run_1/pins.png
Drawn at 3 px/µm. Pins as bars across the die edge, other pins in grey.
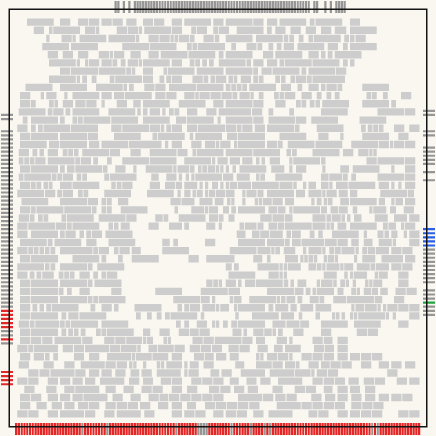
run_1/gate_families.png
Drawn at 3 px/µm.
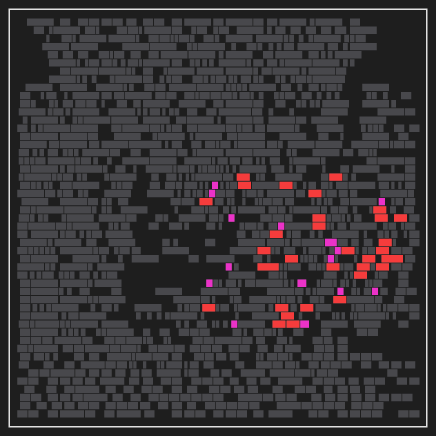
run_1/drive_strength.png
Drawn at 3 px/µm.
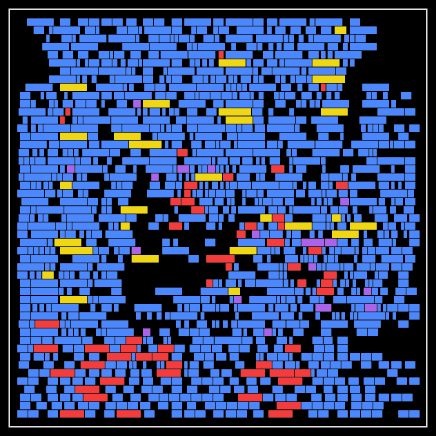
run_1/port_nets.png
Drawn at 2 px/µm.
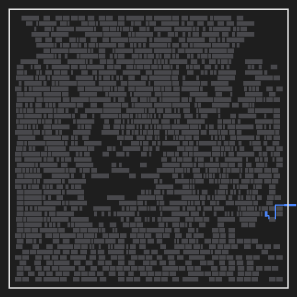
### config.mk
export PLATFORM = sky130hd
export DESIGN_NAME = run_decoding
export DESIGN_NICKNAME = d
export VERILOG_FILES = /design/src/rtl/run_decoding.sv
export SDC_FILE = /design/constraint.sdc
export NUM_CORES = 1
export LEC_CHECK = 0
export CAP_MARGIN = 15
export CORE_MARGIN = 2
export CORE_UTILIZATION = 49
export CTS_CLUSTER_DIAMETER = 30
export CTS_CLUSTER_SIZE = 12
export DETAILED_ROUTE_END_ITERATION = 16
export PLACE_DENSITY = 0.86
export SLEW_MARGIN = 20
export SYNTH_ARGS = -nofsm -noshare
export SYNTH_HDL_FRONTEND = slang
export SYNTH_SLANG_ARGS = --single-unit
### constraint.sdc
create_clock -name clk -period 7.28 [get_ports clk]
set_input_delay 1.092 -clock clk [delete_from_list [all_inputs] [get_ports clk]]
set_output_delay 1.092 -clock clk [all_outputs]
set_load 0.005 [all_outputs]
### src/rtl/run_decoding.sv
// run_decoding: CAVLC run/placement stage; places decoded levels at their scan
// positions using total_zeros and the run_before stream, then pulses done.
module run_decoding #(
    parameter int LW = 9
) (
    input  logic             clk,
    input  logic             reset_n,
    input  logic             start,
    input  logic [4:0]       TotalCoeff,
    input  logic [3:0]       total_zeros,
    input  logic [4:0]       max_num_coeff,
    input  logic [16*LW-1:0] levels,
    input  logic             run_valid,
    input  logic [3:0]       run_before,
    output logic             run_ready,
    output logic             busy,
    output logic             done,
    output logic             error,
    output logic [16*LW-1:0] coeffs
);
    typedef enum logic [1:0] {IDLE, PLACE, DONE} state_t;
    state_t state, state_nx;
    logic [4:0] tc, pos;
    logic [3:0] i, zl, rr, r, idx;
    logic [5:0] span;
    logic off, need_run, last, clamp, step, accept, bad;
    always_comb begin
        last     = {1'b0, i} == tc - 5'd1;
        need_run = ({1'b0, i} < tc - 5'd1) && (zl != 4'd0);
        step     = (state == PLACE) && !(need_run && !run_valid);
        rr       = need_run ? run_before : 4'd0;
        clamp    = rr > zl;
        r        = clamp ? zl : rr;
        idx      = pos[3:0] + {3'b0, off};
        span     = {1'b0, TotalCoeff} + {2'b0, total_zeros};
        accept   = (state == IDLE) && start;
        bad      = (TotalCoeff != 5'd0) && (span > {1'b0, max_num_coeff});
        state_nx = accept ? ((TotalCoeff == 5'd0 || bad) ? DONE : PLACE) :
                   (step && last) ? DONE :
                   (state == DONE) ? IDLE : state;
        run_ready = (state == PLACE) && need_run;
        busy      = state != IDLE;
        done      = state == DONE;
    end
    always_ff @(posedge clk or negedge reset_n) begin
        if (!reset_n) begin
            state  <= IDLE;
            tc     <= '0;
            off    <= 1'b0;
            i      <= '0;
            pos    <= '0;
            zl     <= '0;
            coeffs <= '0;
            error  <= 1'b0;
        end else begin
            state <= state_nx;
            if (accept) begin
                coeffs <= '0;
                error  <= bad;
                tc     <= TotalCoeff;
                off    <= max_num_coeff == 5'd15;
                zl     <= total_zeros;
                pos    <= TotalCoeff - 5'd1 + {1'b0, total_zeros};
                i      <= '0;
            end else if (step) begin
                // a run larger than the remaining zeros is clamped so pos cannot underflow
                coeffs[idx*LW +: LW] <= levels[i*LW +: LW];
                pos <= pos - {1'b0, r} - 5'd1;
                zl  <= zl - r;
                i   <= i + 4'd1;
                if (clamp) error <= 1'b1;
            end
        end
    end
endmodule
==> deck_impl_summary.md, run 1 <==
Run Summary

Synth
  • Ys cells: 876
  • Number of synthesized flops with an enable pin: 0
  • Synth area leaders: dfrtp_1, mux2i_1, nand3_1
  • Syn nets: 1073
  • Mapped cell area: 8890 µm²
  • Synth Register Bits: 165

Timing
  • Worst setup margin: 2100 ps
  • Final Setup Violations: 0
  • RSZ-0062 raised after global routing: no
  • Slew HR: 21.1%
  • Post-layout period usage: 71.1%
  • Max-slew violation count: 0

Clock network
  • CTS Buffer Depth: 2
  • CTS clk-pin slew, worst paths: 60 ps
  • Clk sinks: 165

Final layout
  • Fin util: 71.6%
  • Finished Cell Area: 12800 µm²

Floorplanning
  • # IOs: 314
  • Die W: 139 µm

Run status
  • Status: finished, final reports clean

Routing
  • DRC viols: 0
  • DRT Pass-1 Iters: 5
  • Routed vias/inst: 5.96

Hold path
  • Worst min-delay path class: register to register

Critical path
  • Max Fanout on Critical Path: 23
  • Crit end category: register

Job
  • Maximum capacitance violations: 0
## Picture notes: pins.png
[max_num_coeff] blue | pins: 5 | direction: input | edge: east
[levels] red | pins: 144 | direction: input | edge: 134 south, 10 west
[busy] green | pins: 1 | direction: output | edge: east
all pins by edge: 147 south, 76 north, 59 west, 32 east

## Picture notes: gate_families.png
[adder and majority cells] red | cells: 31 | most used: ha_1
[AND and OR gates] magenta | cells: 15

## Picture notes: drive_strength.png
[drive 2] red | cells: 55
[drive 3 to 4] purple | cells: 17
[drive 1 or less] blue | cells: 1069
[drive 6 and up] yellow | cells: 28

## Picture notes: port_nets.png
[busy] blue | bits: 1 | direction: output | edge: east | end cells: 1 | buffers: 1 | wire: 15.6 µm

[run 1: per-layer routing]
layer | track usage [%] | up-vias | wire, µm | share of wire, %
met2 | 50.4 | 380 | 14500 | 47
met4 | 12.2 | 0 | 1030 | 3.3
li1 | - | 3735 | - | -
met1 | 42.6 | 4130 | 12700 | 41
met3 | 8.56 | 82 | 2490 | 8.1
met5 | 0 | - | 0 | 0
[run 1: critical path: stages (launching register included)]
cell      delay, ps
dfrtp_1         990
ha_1            390
nand2b_1         80
a21oi_1          90
o21ai_0         360
nand3_1         240
inv_1           160
ha_1            270
nor2b_1         140
o21ai_0         250
o21ai_0         250
a211o_1         500
nor2_1          160
a21o_1          110
inv_1            50
ha_1            210
ha_1            200
a41oi_2         170
xor2_1          110
o32a_2          340
o21ai_2          50
[run 1: power by group]
group	switching (mW)	internal (mW)	leakage [nW]
Clock	0.381	0.577	0.305
Combinational	1.72	1.32	2.82
Sequential	0.237	1.19	2.23
Total	2.34	3.08	5.36
[run 1: sequential cells by signal, summed over array words and instances, names as in the netlist]
register,cells
i,4
tc,5
coeffs,144
state,2
error,1
zl,4
off,1
pos,4
[run 1: worst paths after layout]
check	start	end	slack, ps	cells after the start
max	i[1]	pos[2]	2100	20
min	coeffs[59]	coeffs[59]	500	2
max reg2reg	i[1]	pos[2]	2100	20
min reg2reg	coeffs[59]	coeffs[59]	500	2
max in group asynchronous	reset_n	coeffs[47]	5040	2
min in group asynchronous	reset_n	coeffs[124]	720	1
[run 1: area by class of cell]
cell class              instances  area, µm²  share of cell area (%)
multi-input cells             618       4440                    34.6
flip-flops and latches        165       4130                    32.2
repair buffers                324       3230                    25.2
clock buffers                  17        425                    3.32
well taps                     229        287                    2.23
clock inverters                15        201                    1.57
inverters                      30        113                   0.878
run_1/final_placement.png
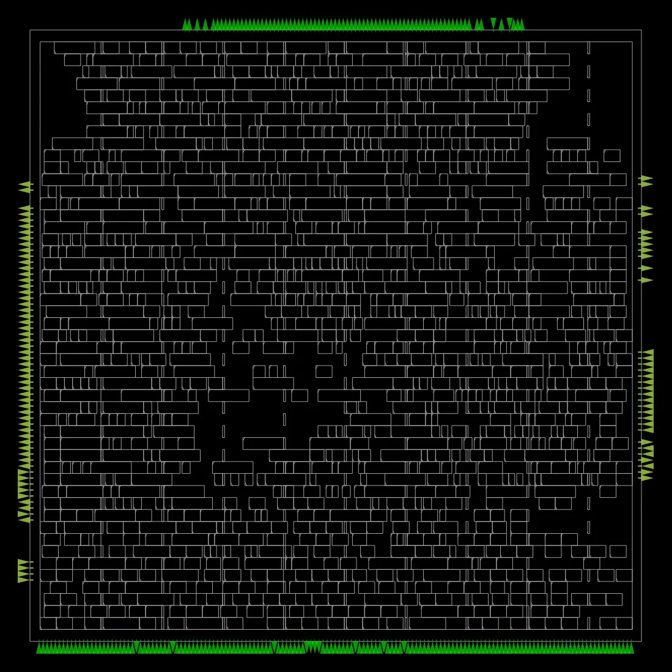

## Run 2: what changed since run 1
--- a/config.mk
+++ b/config.mk
@@ -7,11 +7,11 @@
 export LEC_CHECK = 0
 export CAP_MARGIN = 15
 export CORE_MARGIN = 2
-export CORE_UTILIZATION = 49
+export CORE_UTILIZATION = 41
 export CTS_CLUSTER_DIAMETER = 30
 export CTS_CLUSTER_SIZE = 12
 export DETAILED_ROUTE_END_ITERATION = 16
-export PLACE_DENSITY = 0.86
+export PLACE_DENSITY = 0.77
 export SLEW_MARGIN = 20
 export SYNTH_ARGS = -nofsm -noshare
 export SYNTH_HDL_FRONTEND = slang
==> constraint.sdc (replaced) <==
create_clock -name clk -period 4.5 [get_ports clk]
set_input_delay 0.675 -clock clk [delete_from_list [all_inputs] [get_ports clk]]
set_output_delay 0.675 -clock clk [all_outputs]
set_load 0.005 [all_outputs]
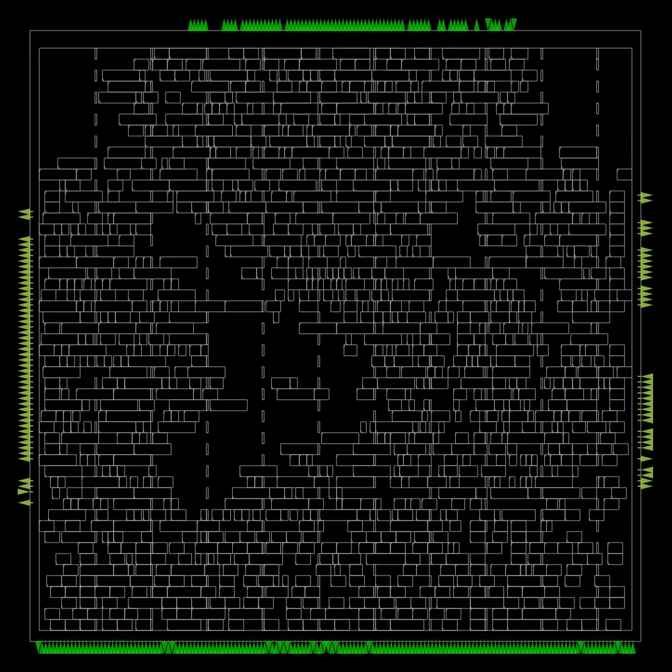
run_2/final_placement.png
core area: 21200 µm²
Cell Count, Final, Fillers Out: 1458
number of cell rows: 53
FILL cells: 1752
fin util: 61.5%

==> deck_impl_summary.md, run 2 <==
Run Summary

Job
  • Maximum capacitance violations: 0

Power and ir drop
  • P_sw: 3.84 mW
  • Sequential share of power: 25.1%
  • Internal power: 5.07 mW
  • Combinational power share: 58.2%
  • Sw Ratio: 43.1%
  • Clock network power share: 16.7%

Routing
  • DRT Pass-1 Iters: 4
  • Per-cell routed wire length: 21.0 µm
  • DRC viols: 0
  • DR iter-0 viols: 501
  • Routed vias/inst: 5.49
  • Routed wire length: 30500 µm

Critical path
  • Register-to-register path setup slack: 200 ps
  • Slowest cell on the critical path: o311a_4
  • Reg2reg end: zl[2]
  • Max Fanout on Critical Path: 7
  • Worst-path cell chain: inv_1 > ha_1 > xnor2_1 > ha_1 > o21ai_2 > a21oi_2 > o21a_4 > nor2_2 > nand2_1 > ha_1 > nand2_2 > o311a_4 > a211o_1 > buf_4 > buf_4 > buf_4 > a21o_1 > ha_2 > mux2_2 > o22a_1 > o21ai_1
  • Crit end category: register
  • Reg-to-Reg Start: tc[0]

Clock network
  • CTS Buffer Depth: 2
  • Hold Buf Count CTS: 0
  • Root buffer cell: clkbuf_16
  • Clk sinks: 165
  • CTS clk-pin slew, worst paths: 70 ps

Timing
  • Post-layout period usage: 95.6%
  • Final Setup Violations: 0
  • Slew HR: 25.4%
  • Hold slack final: 386 ps
  • Max-slew violation count: 0
  • Worst setup margin: 199 ps

Synth
  • Synth Register Bits: 165
  • Number of synthesized flops with an enable pin: 0
  • Synth area leaders: dfrtp_1, mux2i_1, nand3_1
  • Syn nets: 1073
  • Mapped cell area: 8890 µm²
  • Ys cells: 876

Floorplanning
  • # IOs: 314
  • Pre-Place Util: 42.0%
  • Die W: 151 µm
  • Vertical die size: 151 µm

Final layout
  • Top reg by flops: coeffs
  • Max FFs per register: 144
  • Flop area: 4130 µm²
  • Finished Cell Area: 13000 µm²
  • Regs by FF count: coeffs x144, tc x5
  • Multi-input gate area: 4480 µm²

Global route
  • Largest net degree at the start of global routing: 105

Hold path
  • Worst min-delay path class: primary input to asynchronous set/reset pin

Run status
  • Status: finished, final reports clean
## run 2: cell families after synthesis
group                      after synthesis
adders and majority gates               31
buffers and inverters                   93
DFF                                    165
muxes                                  102
and+or+nand+nor                        276
AOI/OAI and AO/OA                      186
xor gates and xnor gates                23
## run 2: worst max-delay path: cells and delay by family, from the launching register on
| family | cells | cell delay, ps |
|---|---|---|
| AOI/OAI and AO/OA | 8 | 1620 |
| adders and majority gates | 4 | 1030 |
| buffers and inverters | 4 | 500 |
| DFF | 1 | 360 |
| and+or+nand+nor | 3 | 300 |
| muxes | 1 | 270 |
| xor gates and xnor gates | 1 | 130 |
## run 2: area by class of cell
cell class	count	area share (%)
inverter	30	0.866
timing repair buffer	338	25.6
sequential	165	31.8
clock inverter	12	1.13
tap	275	2.65
clock buffer	20	3.51
multi-input combinational	618	34.4
## run 2: power groups by stage
stage	clock network [mW]	logic, mW	registers [mW]
final	1.49	5.18	2.24
after global routing	1.57	5.67	2.29
after CTS	1.51	5.05	2.23
after detailed placement	0	5.02	2.25
after global placement	0	4.92	2.24
after floorplan	0	2.87	2.21
## run 2: layer usage
layer | up-vias | GRT usage (%) | wire, µm
met5 | - | 0 | 0
met4 | 0 | 7.80 | 624
met3 | 45 | 6.54 | 1770
met2 | 259 | 43.1 | 14700
met1 | 3952 | 37.0 | 13400
li1 | 3751 | - | -
## run 2: how the worst max path moves through the flow
stage,startpoint,end,slack (ps),cells after the start
6_report,tc[0],zl[2],200,21
5_1_grt,tc[0],pos[2],-50,22
4_1_cts,tc[0],pos[2],3,23
3_5_place_dp,tc[0],pos[2],-2,23
3_3_place_gp,tc[0],pos[2],80,23
2_1_floorplan,i[0],pos[2],60,24
## run 2: what timing repair did
action,4_1_cts,5_1_grt
pin swaps,0,1
endpoints found under the setup margin,2,6
setup buffers,0,2
gates resized,1,13
Power figures rest on the tool's default switching activity, not on a simulated workload.
